==> config.mk <==
export PLATFORM = sky130hd
export DESIGN_NAME = mlp_share_arbiter_flat
export DESIGN_NICKNAME = d
export VERILOG_FILES = /design/src/rtl/mlp_share_arbiter_if.sv /design/src/rtl/mlp_share_arbiter.sv /design/src/flat_wrapper.sv
export SDC_FILE = /design/constraint.sdc
export NUM_CORES = 1
export LEC_CHECK = 0
export CORE_MARGIN = 5
export CORE_UTILIZATION = 46
export CTS_CLUSTER_SIZE = 10
export DETAILED_ROUTE_END_ITERATION = 16
export PLACE_DENSITY_LB_ADDON = 0.2
export SYNTH_ARGS = -nofsm -noshare
export SYNTH_HDL_FRONTEND = slang
export SYNTH_SLANG_ARGS = --single-unit
==> constraint.sdc <==
create_clock -name clk -period 18.9 [get_ports clk]
set_input_delay 3.78 -clock clk [delete_from_list [all_inputs] [get_ports clk]]
set_output_delay 3.78 -clock clk [all_outputs]
set_load 0.05 [all_outputs]
### Signal metal coverage by tile, run 1

Bar = 20 um. 23 x 23 tiles, from black (low) to pale yellow (high), scaled to the fullest tile. Values are wire area over tile area, all layers added.
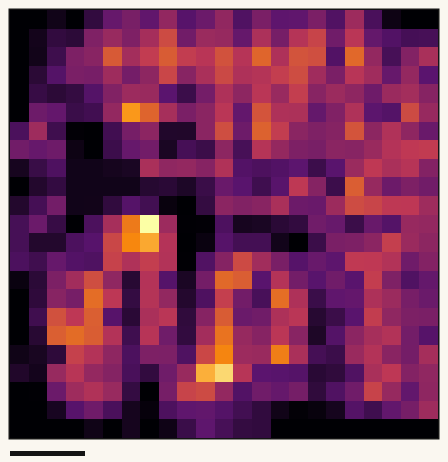
The fullest tile reaches 0.58. The mean over all tiles is 0.18. The densest ninth of the die: top middle. 8.7% of the tiles are nearly empty. 13% of the tiles are over half the peak.
Total GRT Usage: 20.8%
DRT Wirelength: 14.1 mm
routed len/inst: 15.0 um
Via Count: 4876

### Placed cells, one color a class, run 1

Fill, decap, tap and diode cells in gray.
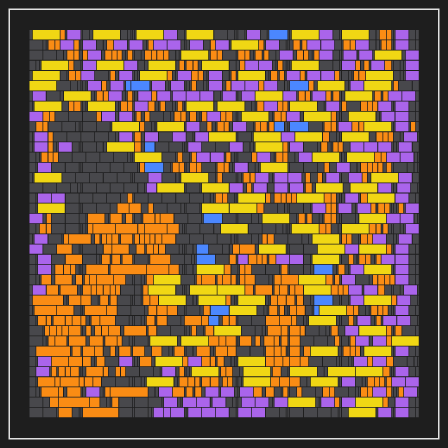
Key: orange = all other logic [cells 484, share of their area 40%]; yellow = flip-flops [cells 103, share of their area 30%]; blue = clock drivers and dummy loads [cells 16, share of their area 2.5%]; purple = other buffers and delay cells [cells 197, share of their area 28%]
final core utilization: 66.3%
core area: 10700 sq um
cell area after layout: 7130 sq um
site row count: 38

### Cell outlines without signal wires, run 1

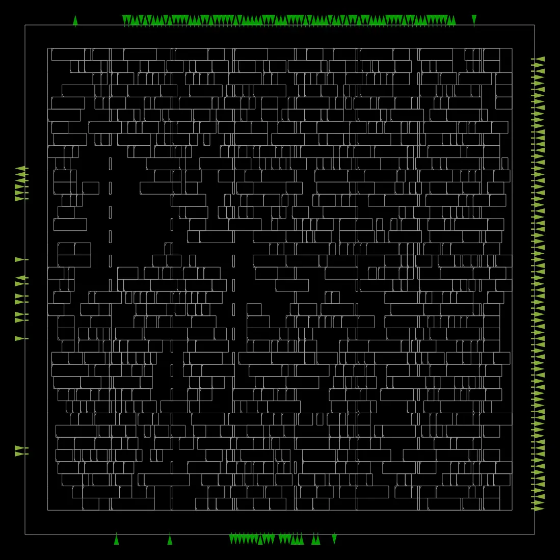
post-route insts no fill: 940
Seq/total area: 28.9%
num sequential: 103

### Sequential cells colored by netlist name, run 1

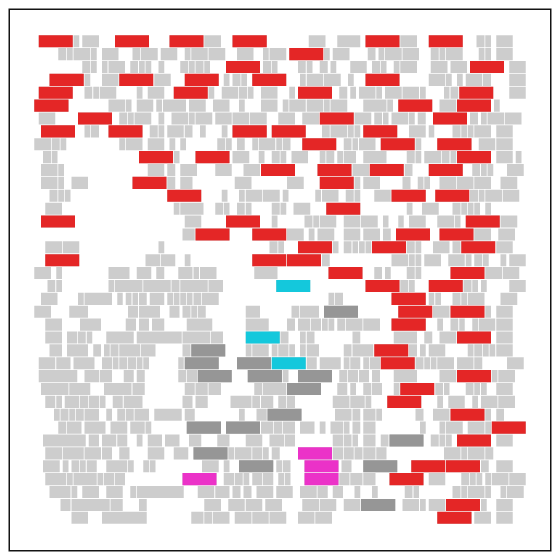
Key: cyan = u_core.state_q [sequential cells 3]; magenta = u_core.ack_q [sequential cells 4, where bottom middle]; red = u_core.bus.res_answer [sequential cells 80, where spread over the die]
Seq. pwr: 0.000221 W
storage element area: 2060 sq um

==> out/qor.txt, run 1 <==
Synthesized registers - 103
final hold vios - 0
max FFs per register - 80
DR iter-0 viols - 367
vias in the first global route - 4509
slew margin rel. - 29.7%
fin. max-slew vios - 0
WL met3 - 953 um
Top cells excl fill/tap - 193 x clkdlybuf4s50_1, 189 x nand2_1, 103 x dfxtp_1
Pwr top - registers
I/O Buffers - 194
DRT Pass-1 Iters - 5
top sig layer - met4
largest net degree at the start of global routing - 102
Final Net Count - 906
CP Cell Sequence - clkdlybuf4s50_1 > nand2_1 > nor2_1 > nand2_1 > nor3_1 > clkdlybuf4s50_1
Insertion Delay late pin - 0.37 ns
Buffers & Inverters on Critical Path - 2
post-cts hold buffer count - 0
slowest library cell on the worst path - clkdlybuf4s50_1
HPWL Detailed - 10.6 mm
layer with the highest usage - met2
Reg2Reg Depth - 9
switching portion of total power - 30.9%
Mapped Area - 4980 sq um
Initial Util - 46.3%
Crit. End Element - output pin
number of diodes - 0
Gate Area - 2700 sq um
total power draw - 0.000482 W
maximum vdd drop - 0.0000376 V
Fill cells - 918
Top cell excl fill/tap - clkdlybuf4s50_1
Yosys top cell by instances - nand2_1
yosys cell count - 628
AO/OA Area Share - 17.3%
Slew @ Worst Pin - 1.05 ns
max-cap viol count - 0
tally of OpenROAD warnings - 31
first-pass GRT wire length - 22.1 mm
top post-synthesis cells by area - dfxtp_1 41%, nand2_1 14%, a21oi_1 9.8%
# DRC - 0
met1 WL - 5.67 mm
Root Driver - clkbuf_8
maximum level of the CTS H-tree - 3
Area leader share - 41.4%
GR Overflow Total - 0
Static Leak - 2.46 nW
Yosys chip area - 4980 sq um
chip area - 13000 sq um
Post-Syn Instances - 628
and+or+nand+nor area frac - 25.0%
clk slew on worst S/H paths - 0.10 ns
number of top-level pins - 196
Vias per Instance - 5.19
top cells by count - 189 x nand2_1, 103 x dfxtp_1, 97 x a21oi_1
status - finished, final reports clean
Fin Setup TNS - 0 ns
unrepaired setup endpoints after global routing - no
Final min period - 9.67 ns
CP Data Arrival Time - 5.89 ns
Cell Pwr Density - 67.6 nW/um^2
period utilization - 51.1%
Async SR Flop Fraction - 0%
Cell Int Power - 0.000333 W
GR Util met1 - 24.1%
worst stage delay on the critical path - 0.83 ns
setup slack, reg-to-reg - 16.39 ns
Final ANT Viol Nets - 0
gpl congestion - 0.876
WHS Path Cells - 2
Max clock buf depth - 2
Adder Share, Synth - 3.27%
CP max FO - 7
Top logic family - simple AND/OR/NAND/NOR gates
post_cts resized - 0
clk sinks - 103
Cell Area, Placed - 6950 sq um
Synth mux share - 2.71%
Worst path depth - 6
Die Height - 114 um
share of layout cells above drive strength 1 - 5.88%
run 1: area by class of cell:
class / instances / share of cell area [%]
repair buffers: 197 / 27.5
flip-flops and latches: 103 / 28.9
clock inverters: 4 / 0.439
multi-input cells: 469 / 37.9
inverters: 15 / 0.790
well taps: 140 / 2.46
clock buffers: 12 / 2.04
run 1: cell families after synthesis:
kind of cell / count (synthesis)
flops: 103
mux: 10
compound gates: 144
buf+inv: 56
fa+ha+maj: 13
simple gates: 280
other cells: 1
xor+xnor: 21
run 1: through the flow:
| stage | worst slack, ns | cells |
|---|---|---|
| finish | 9.23 | 940 |
| global route | 8.91 | 940 |
| global placement | 9.32 | 924 |
| floorplan | 9.75 | 628 |
| CTS | 9.25 | 940 |
| detailed placement | 9.03 | 924 |
### Layout detail, run 1

Bar = 20 um. Window x 4 to 54, y 4 to 54 um. Cells in gray, sequential cells in the stronger gray; small squares are vias.
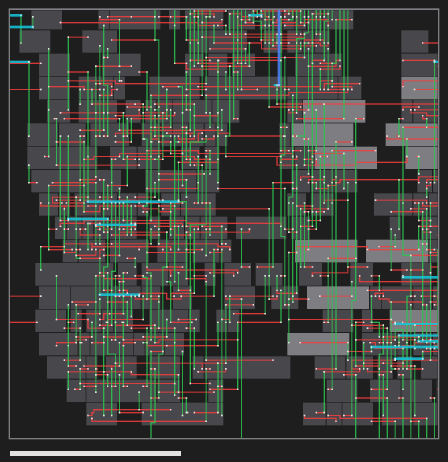

==> run 2, diff against run 1 <==
--- a/config.mk
+++ b/config.mk
@@ -6,7 +6,7 @@
 export NUM_CORES = 1
 export LEC_CHECK = 0
 export CORE_MARGIN = 5
-export CORE_UTILIZATION = 46
+export CORE_UTILIZATION = 44
 export CTS_CLUSTER_SIZE = 10
 export DETAILED_ROUTE_END_ITERATION = 16
 export PLACE_DENSITY_LB_ADDON = 0.2
==> constraint.sdc (replaced) <==
create_clock -name clk -period 9.57 [get_ports clk]
set_input_delay 1.914 -clock clk [delete_from_list [all_inputs] [get_ports clk]]
set_output_delay 1.914 -clock clk [all_outputs]
set_load 0.05 [all_outputs]
### Layout detail, run 2

Bar = 20 um. Window x 4 to 54, y 4 to 54 um. Cells in gray, sequential cells in the stronger gray; small squares are vias.
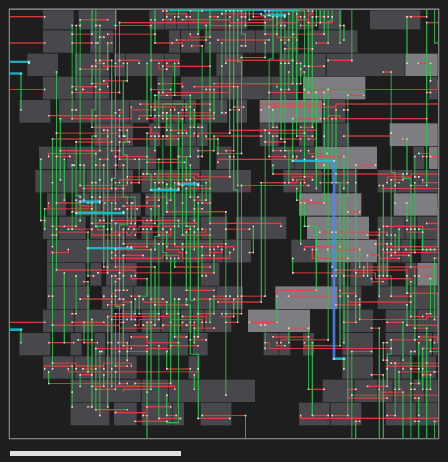
Key: blue = met4; green = met2; red = met1; cyan = met3
Most frequent: clkdlybuf4s50_1 (21), nand2_1 (19). 186 logic cells have their middle in the window. Sequential cells in the window: 11.

### Sequential cells colored by netlist name, run 2

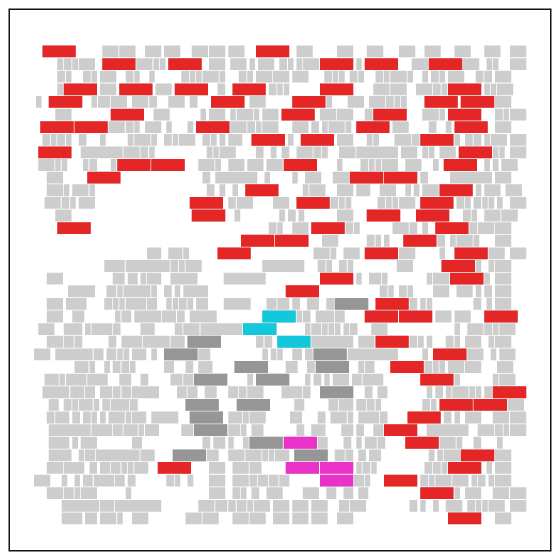
Seq/total area: 28.4%
final core utilization: 66.1%

### Placed cells, one color a class, run 2

Fill, decap, tap and diode cells in gray.
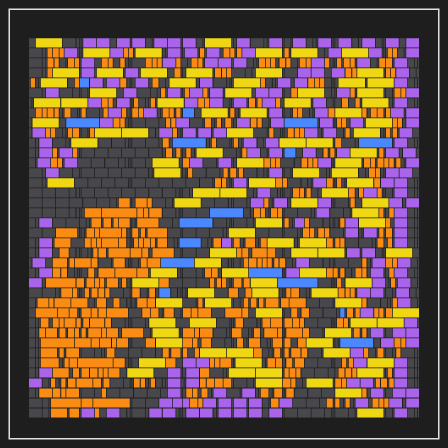
Key: blue = clock drivers and dummy loads [cells 16, share of their area 4.4%]; yellow = flip-flops [cells 103, share of their area 29%]; purple = other buffers and delay cells [cells 197, share of their area 28%]; orange = all other logic [cells 484, share of their area 39%]
cell area after layout: 7260 sq um
core area: 11000 sq um

==> run 2 against run 1 <==
  * Critical path depth is 25 higher
  * Worst hold slack worse by 0.0019 ns
  * Sequential power is 98% higher
  * Synthesized area stayed put
  * Non-clock buffer count stayed put
  * Routed wire length is 2.0% higher
  * Worst setup slack worse by 7.4 ns
  * Clock power went up to 3.0 times the previous value
  * Synthesized cell count stayed put
  * Register-to-register slack worse by 9.4 ns
  * Power is 120% higher
  * Critical path type is now in -> reg
  * Largest cell class unchanged
  * Highest routed layer unchanged
==> out/qor.txt, run 2 <==
Worst path depth - 31 (was 6)
AO/OA Area Share - 17.3% (unchanged)
# DRC - 0 (unchanged)
tap cell count - 140 (unchanged)
Top cells excl fill/tap - 193 x clkdlybuf4s50_1, 189 x nand2_1, 103 x dfxtp_1 (unchanged)
Via Count - 4803 (was 4876)
Final Net Count - 906 (unchanged)
post-cts hold buffer count - 0 (unchanged)
Die Height - 116 um (was 114 um)
Yosys chip area - 4980 sq um (unchanged)
Adder Share, Synth - 3.27% (unchanged)
setup slack after layout - 1.85 ns (was 9.23 ns)
Buffers & Inverters on Critical Path - 6 (was 2)
storage element area - 2060 sq um (unchanged)
unrepaired setup endpoints after global routing - no (unchanged)
DR iter-0 viols - 338 (was 367)
Area leader share - 41.4% (unchanged)
DRT Pass-1 Iters - 5 (unchanged)
number of top-level pins - 196 (unchanged)
WHS Path Cells - 2 (unchanged)
HPWL Detailed - 10.8 mm (was 10.6 mm)
Mapped Area - 4980 sq um (unchanged)
CP Data Arrival Time - 7.93 ns (was 5.89 ns)
Final ANT Viol Nets - 0 (unchanged)
DRT Wirelength - 14.4 mm (was 14.1 mm)
and+or+nand+nor area frac - 25.0% (unchanged)
GR Overflow Total - 0 (unchanged)
CLK BUF - 10 (was 12)
I/O Buffers - 194 (unchanged)
slowest library cell on the worst path - clkdlybuf4s50_1 (unchanged)
Max clock buf depth - 2 (unchanged)
status - finished, final reports clean (unchanged)
clk slew on worst S/H paths - 0.07 ns (was 0.10 ns)
max-cap viol count - 0 (unchanged)
largest net degree at the start of global routing - 102 (unchanged)
clk sinks - 103 (unchanged)
Gate Area - 2700 sq um (unchanged)
Initial Util - 45.3% (was 46.3%)
Post-Syn Instances - 628 (unchanged)
Top logic family - simple AND/OR/NAND/NOR gates (unchanged)
worst stage delay on the critical path - 0.51 ns (was 0.83 ns)
Crit. End Element - flop (was output pin)
Async SR Flop Fraction - 0% (unchanged)
vias in the first global route - 4571 (was 4509)
Final min period - 7.72 ns
clock network area share - 4.26% (was 2.47%)
total power draw - 0.00108 W (was 0.000482 W)
Fin Setup TNS - 0 ns (unchanged)
fin. max-slew vios - 0 (unchanged)
Synth mux share - 2.71% (unchanged)
Top cell excl fill/tap - clkdlybuf4s50_1 (unchanged)
routed len/inst - 15.3 um (was 15.0 um)
share of layout cells above drive strength 1 - 6.00% (was 5.88%)
maximum vdd drop - 0.000128 V (was 0.0000376 V)
Synthesized registers - 103 (unchanged)
buffer share of cell area - 27.0% (was 27.5%)
## run 2: report_power, final
part	internal (W)	switching, W
logic	0.000123	0.000146
clock network	0.000207	0.000165
registers	0.000433	0.00000435
total	0.000762	0.000316
## run 2: metrics by stage
step | instance area, sq um | utilization, % | hold WS (ns) | std cells
final | 7260 | 66.1 | 0.454 | 940
after global routing | 7260 | 66.1 | 0.474 | 940
after floorplan | 4980 | - | 0.432 | 628
after detailed placement | 6950 | 63.3 | 0.446 | 924
after global placement | 6950 | 63.3 | 0.441 | 924
after CTS | 7260 | 66.1 | 0.457 | 940
## run 2: metal layers
metal	vias to the layer above	routed length [um]	global-route usage [%]
met5	-	0	0
met4	0	222	6.65
met3	16	915	5.03
met2	146	7410	36.1
met1	2195	5820	23.9
li1	2446	-	-
Power figures rest on the tool's default switching activity, not on a simulated workload.
